## src/rtl/uart_tx_sched.sv

```systemverilog
// uart_tx_sched
// Shares one UART transmitter between NREQ packet producers. A round-robin
// arbiter picks a requester, then the packet is streamed byte by byte into
// the transmitter's START/DATA/BUSY handshake. Each packet is framed as
// header byte (HDR_BASE | id), payload bytes, and an XOR checksum byte.
//
// Ports:
//   CLK        system clock, rising edge
//   RST_N      asynchronous active-low reset (deassertion synchronized)
//   REQ_VALID  per-requester byte available
//   REQ_DATA   byte of requester i at [8i+7:8i]
//   REQ_LAST   current byte is the final payload byte
//   REQ_ACK    one-cycle pulse: byte taken, present the next one
//   GNT        one-hot grant, held for the whole packet
//   ACTIVE     packet in progress
//   ERR        sticky: START timeout or MAX_LEN overrun
//   TX_START   transmitter START
//   TX_DATA    transmitter DATA
//   TX_BUSY    transmitter BUSY
module uart_tx_sched #(
   parameter int         NREQ     = 4,
   parameter logic [7:0] HDR_BASE = 8'hA0,
   parameter int         MAX_LEN  = 16,
   parameter int         START_TO = 8
) (
   input  logic              CLK,
   input  logic              RST_N,
   input  logic [NREQ-1:0]   REQ_VALID,
   input  logic [8*NREQ-1:0] REQ_DATA,
   input  logic [NREQ-1:0]   REQ_LAST,
   output logic [NREQ-1:0]   REQ_ACK,
   output logic [NREQ-1:0]   GNT,
   output logic              ACTIVE,
   output logic              ERR,
   output logic              TX_START,
   output logic [7:0]        TX_DATA,
   input  logic              TX_BUSY
);
   localparam int IW = $clog2(NREQ);

   typedef enum logic [2:0] {
      S_IDLE, S_HDR, S_PAY_WAIT, S_SEND_S, S_SEND_B, S_CSUM, S_DONE
   } state_t;

   // Which kind of byte is currently in flight; decides where SEND_B goes.
   typedef enum logic [1:0] {K_HDR, K_PAY, K_CSUM} kind_t;

   logic [1:0]      rst_sync_q, rst_sync_d;
   logic            rst_int_n;
   state_t          state_q, state_d;
   kind_t           kind_q, kind_d;
   logic [NREQ-1:0] gnt_q, gnt_d;
   logic [IW-1:0]   gidx_q, gidx_d;
   logic [IW-1:0]   rr_q, rr_d;
   logic            active_q, active_d;
   logic            err_q, err_d;
   logic            tx_start_q, tx_start_d;
   logic [7:0]      tx_data_q, tx_data_d;
   logic [NREQ-1:0] ack_q, ack_d;
   logic [7:0]      csum_q, csum_d;
   logic [7:0]      cnt_q, cnt_d;
   logic            last_q, last_d;
   logic [7:0]      to_cnt_q, to_cnt_d;

   logic            win_found;
   logic [IW-1:0]   win_idx;
   logic [IW-1:0]   cand;
   logic [7:0]      cur_byte;
   logic [7:0]      hdr_byte;
   logic            at_max;
   logic            to_expired;

   // Reset asserts asynchronously and releases two clocks later.
   always_comb rst_sync_d = {rst_sync_q[0], 1'b1};

   always_ff @(posedge CLK or negedge RST_N) begin
      if (!RST_N) rst_sync_q <= 2'b00;
      else        rst_sync_q <= rst_sync_d;
   end

   assign rst_int_n = rst_sync_q[1];

   // Round-robin search: first valid index starting at rr_q, wrapping.
   always_comb begin
      win_found = 1'b0;
      win_idx   = '0;
      cand      = '0;
      for (int off = 0; off < NREQ; off++) begin
         cand = IW'((32'(rr_q) + 32'(off)) % 32'(NREQ));
         if (!win_found && REQ_VALID[cand]) begin
            win_found = 1'b1;
            win_idx   = cand;
         end
      end
   end

   assign cur_byte   = REQ_DATA[{gidx_q, 3'b000} +: 8];
   assign hdr_byte   = HDR_BASE | 8'(gidx_q);
   assign at_max     = (cnt_q + 8'd1) == 8'(MAX_LEN);
   // START has been high START_TO cycles when this edge is reached without BUSY.
   assign to_expired = to_cnt_q == 8'(START_TO - 1);

   // State register and all datapath flops.
   always_ff @(posedge CLK or negedge rst_int_n) begin
      if (!rst_int_n) begin
         state_q    <= S_IDLE;
         kind_q     <= K_HDR;
         gnt_q      <= '0;
         gidx_q     <= '0;
         rr_q       <= '0;
         active_q   <= 1'b0;
         err_q      <= 1'b0;
         tx_start_q <= 1'b0;
         tx_data_q  <= '0;
         ack_q      <= '0;
         csum_q     <= '0;
         cnt_q      <= '0;
         last_q     <= 1'b0;
         to_cnt_q   <= '0;
      end else begin
         state_q    <= state_d;
         kind_q     <= kind_d;
         gnt_q      <= gnt_d;
         gidx_q     <= gidx_d;
         rr_q       <= rr_d;
         active_q   <= active_d;
         err_q      <= err_d;
         tx_start_q <= tx_start_d;
         tx_data_q  <= tx_data_d;
         ack_q      <= ack_d;
         csum_q     <= csum_d;
         cnt_q      <= cnt_d;
         last_q     <= last_d;
         to_cnt_q   <= to_cnt_d;
      end
   end

   // Next-state logic.
   always_comb begin
      state_d = state_q;
      unique case (state_q)
         S_IDLE:     if (!TX_BUSY && win_found) state_d = S_HDR;
         S_HDR:      state_d = S_SEND_S;
         S_SEND_S: begin
            if (TX_BUSY)         state_d = S_SEND_B;
            else if (to_expired) state_d = S_DONE;
         end
         S_SEND_B: begin
            if (!TX_BUSY) begin
               unique case (kind_q)
                  K_HDR:   state_d = S_PAY_WAIT;
                  K_PAY:   state_d = last_q ? S_CSUM : S_PAY_WAIT;
                  default: state_d = S_DONE;
               endcase
            end
         end
         S_PAY_WAIT: if (REQ_VALID[gidx_q]) state_d = S_SEND_S;
         S_CSUM:     state_d = S_SEND_S;
         S_DONE:     state_d = S_IDLE;
         default:    state_d = S_IDLE;
      endcase
   end

   // Output / datapath logic.
   always_comb begin
      kind_d     = kind_q;
      gnt_d      = gnt_q;
      gidx_d     = gidx_q;
      rr_d       = rr_q;
      active_d   = active_q;
      err_d      = err_q;
      tx_start_d = tx_start_q;
      tx_data_d  = tx_data_q;
      ack_d      = '0;
      csum_d     = csum_q;
      cnt_d      = cnt_q;
      last_d     = last_q;
      to_cnt_d   = to_cnt_q;
      unique case (state_q)
         S_IDLE: begin
            if (!TX_BUSY && win_found) begin
               gnt_d          = '0;
               gnt_d[win_idx] = 1'b1;
               gidx_d         = win_idx;
               active_d       = 1'b1;
               csum_d         = '0;
               cnt_d          = '0;
               last_d         = 1'b0;
            end
         end
         S_HDR: begin
            tx_data_d  = hdr_byte;
            csum_d     = hdr_byte;
            tx_start_d = 1'b1;
            to_cnt_d   = '0;
            kind_d     = K_HDR;
         end
         S_SEND_S: begin
            if (TX_BUSY) begin
               tx_start_d = 1'b0;
            end else begin
               to_cnt_d = to_cnt_q + 8'd1;
               if (to_expired) begin
                  tx_start_d = 1'b0;
                  err_d      = 1'b1;
               end
            end
         end
         S_PAY_WAIT: begin
            if (REQ_VALID[gidx_q]) begin
               tx_data_d     = cur_byte;
               csum_d        = csum_q ^ cur_byte;
               tx_start_d    = 1'b1;
               ack_d[gidx_q] = 1'b1;
               cnt_d         = cnt_q + 8'd1;
               to_cnt_d      = '0;
               kind_d        = K_PAY;
               // A full packet without LAST is closed here; the rest of the
               // requester's stream becomes a new packet.
               last_d        = REQ_LAST[gidx_q] | at_max;
               if (at_max && !REQ_LAST[gidx_q]) err_d = 1'b1;
            end
         end
         S_CSUM: begin
            tx_data_d  = csum_q;
            tx_start_d = 1'b1;
            to_cnt_d   = '0;
            kind_d     = K_CSUM;
         end
         S_DONE: begin
            gnt_d    = '0;
            active_d = 1'b0;
            rr_d     = (gidx_q == IW'(NREQ - 1)) ? '0 : gidx_q + 1'b1;
         end
         default: ;
      endcase
   end

   assign REQ_ACK  = ack_q;
   assign GNT      = gnt_q;
   assign ACTIVE   = active_q;
   assign ERR      = err_q;
   assign TX_START = tx_start_q;
   assign TX_DATA  = tx_data_q;

endmodule

```

## config.mk

```make
export PLATFORM = sky130hd
export DESIGN_NAME = uart_tx_sched
export DESIGN_NICKNAME = d
export VERILOG_FILES = /design/src/rtl/uart_tx_sched.sv
export SDC_FILE = /design/constraint.sdc
export NUM_CORES = 1
export LEC_CHECK = 0
export CAP_MARGIN = 20
export CORE_ASPECT_RATIO = 0.8
export CORE_MARGIN = 10
export CORE_UTILIZATION = 40
export CTS_CLUSTER_DIAMETER = 40
export DETAILED_ROUTE_END_ITERATION = 6
export GPL_TIMING_DRIVEN = 0
export PLACE_DENSITY = 0.65
export SLEW_MARGIN = 25
export SYNTH_ARGS = -nofsm -noshare
export SYNTH_HDL_FRONTEND = slang
export SYNTH_SLANG_ARGS = --single-unit
```

## constraint.sdc

```tcl
create_clock -name CLK -period 2.1 [get_ports CLK]
set_input_delay 0.315 -clock CLK [delete_from_list [all_inputs] [get_ports CLK]]
set_output_delay 0.315 -clock CLK [all_outputs]
set_load 0.01 [all_outputs]
```

==> results.ini <==
[global_routing]
busiest_layer = met2
grt_max_degree = 36
grt.overflow.total = 0
track_usage_pct = 14.6
antenna_found_initial = 0

[power_and_ir_drop]
power.internal_w = 0.00311
p_seq_share_pct = 33.0
p_clk_w = 0.000735
swShare_pct = 40.1
leakage_nw = 1.80
p_comb_share_pct = 52.9
vdd_drop_max_mv = 0.546
p_total_w = 0.00519

[logic_synthesis]
aoi_share_pct = 18.2
ys_sh_mux_pct = 11.4
top_cells_by_count = dfrtp_1 (55), nand2_1 (37), o21ai_0 (25)
syn-mean-instance-area_sq_um = 10.2
synth.cell_area_sq_mm = 0.00314
top_logic_kind = simple AND/OR/NAND/NOR gates
fp_nets = 359
ys.warnings.count = 0

[critical_path]
crit_path_start_kind = flop
path_cells = buf_6, mux4_2, buf_8, a221oi_4, nor3_1, o22a_1
worstPathRequired_ps = 2300
startpoint = gidx_q[0]
cpPeakStageDelay_ps = 520
cp_top_family = AND-OR/OR-AND gates
cp_num_buf_inv = 2

[clock_tree]
postCtsSetupRepairBufs = 0
cts_made_buffers = 5
h-tree-depth = 2
cts_tree = done
clockRootBuffer = clkbuf_8
cts-hold-fix-buffers = 0

[timing]
final.min_clock_period_ps = 2020
hold_slack_ps = 160
worstMarginPinSlew_ps = 618
setup_violations = 0
drv_slew = 0

[place]
place.gp.congestion = 0.876
placed_cells = 476
io_buffers = 61
post_dp_cell_area_sq_mm = 0.00391
pre_cts_slack_ps = -408

[floorplanning]
boundaryPins = 62
die_h_microns = 99.3
chip_area_sq_mm = 0.0118

[layout]
post-route-util_pct = 54.8
final_area_sq_mm = 0.00413
antennaDiodeCount = 0
synthToLayoutAreaGrowth_pct = 31.3
nets = 436

[routing]
wl_met2_mm = 3.93
vias = 2748
route.detailed.drc = 0
antenna_left = 0
drt_wl_total_mm = 8.56
dr.first_iter.drc_count = 158

[job]
drv_cap = 0

[status]
outcome = complete, no violations

area by class of cell:
| class | count | area share (%) |
|---|---|---|
| multi-input cells | 225 | 39.9 |
| flip-flops and latches | 55 | 33.5 |
| repair buffers | 72 | 17.2 |
| well taps | 105 | 3.18 |
| plain buffers | 16 | 2.46 |
| clock buffers | 6 | 2.00 |
| inverters | 11 | 1.00 |
| clock inverters | 2 | 0.849 |
cell usage in the layout (no fill, tap or decap), types with 6 or more instances in the layout:
cell / count
o31ai_1: 11
and3_1: 7
clkbuf_8: 6
a21oi_1: 15
nand2_1: 37
clkdlybuf4s50_1: 60
nor2_1: 8
nor3_1: 12
dfrtp_1: 54
ha_1: 7
inv_1: 11
buf_4: 11
o21ai_0: 25
mux4_2: 10
nand3_1: 12
==> images/m3.png <==
Scale: 2 px per micron.
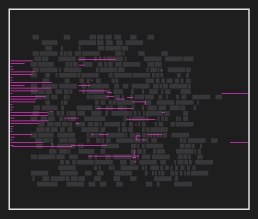
share of all routed wire = 5.5%
main direction = horizontal
wire length on this layer = 474 microns
nets with wire on the layer = 50

==> images/placed.png <==
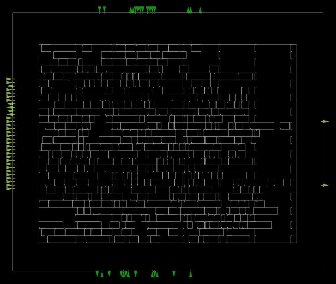
Rows: 28
flip-flops: 55
Tap Cells: 105

==> images/class_map.png <==
Scale: 4 px per micron.
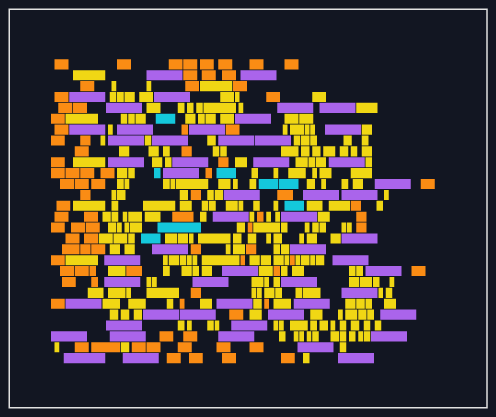
remaining buffers and delay cells -> orange  # cells 88, share of their area 20%
registers -> purple  # cells 55, share of their area 35%
remaining logic cells -> yellow  # cells 236, share of their area 42%
clock drivers and dummy loads -> cyan  # cells 8, share of their area 2.9%

==> images/sizing.png <==
Scale: 3 px per micron.
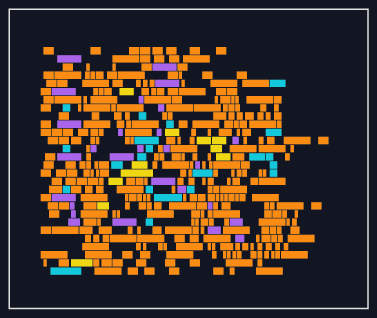
x2 -> purple  # cells 27, share 7.0%, most used mux4_2
x3 and x4 -> cyan  # cells 21, share 5.4%, most used buf_4
x1 and smaller -> orange  # cells 328, share 85%, most used clkdlybuf4s50_1
x6 and larger -> yellow  # cells 11, share 2.8%, most used clkbuf_8

==> images/ff_map.png <==
Scale: 3 px per micron. Other sequential cells in the stronger grey, the rest of the logic in the fainter grey.
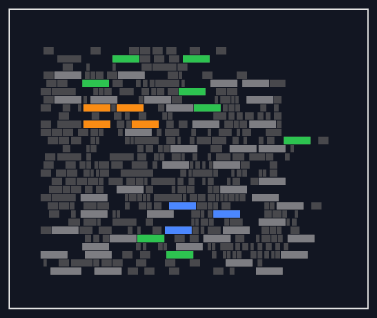
GNT -> orange  # placed flops 4
state_q -> blue  # placed flops 3
TX_DATA -> green  # placed flops 8
Seq group: 0.00171 W
FF+latch area: 0.00138 sq mm

No activity file was given, so power comes from the tool's default toggle rates.
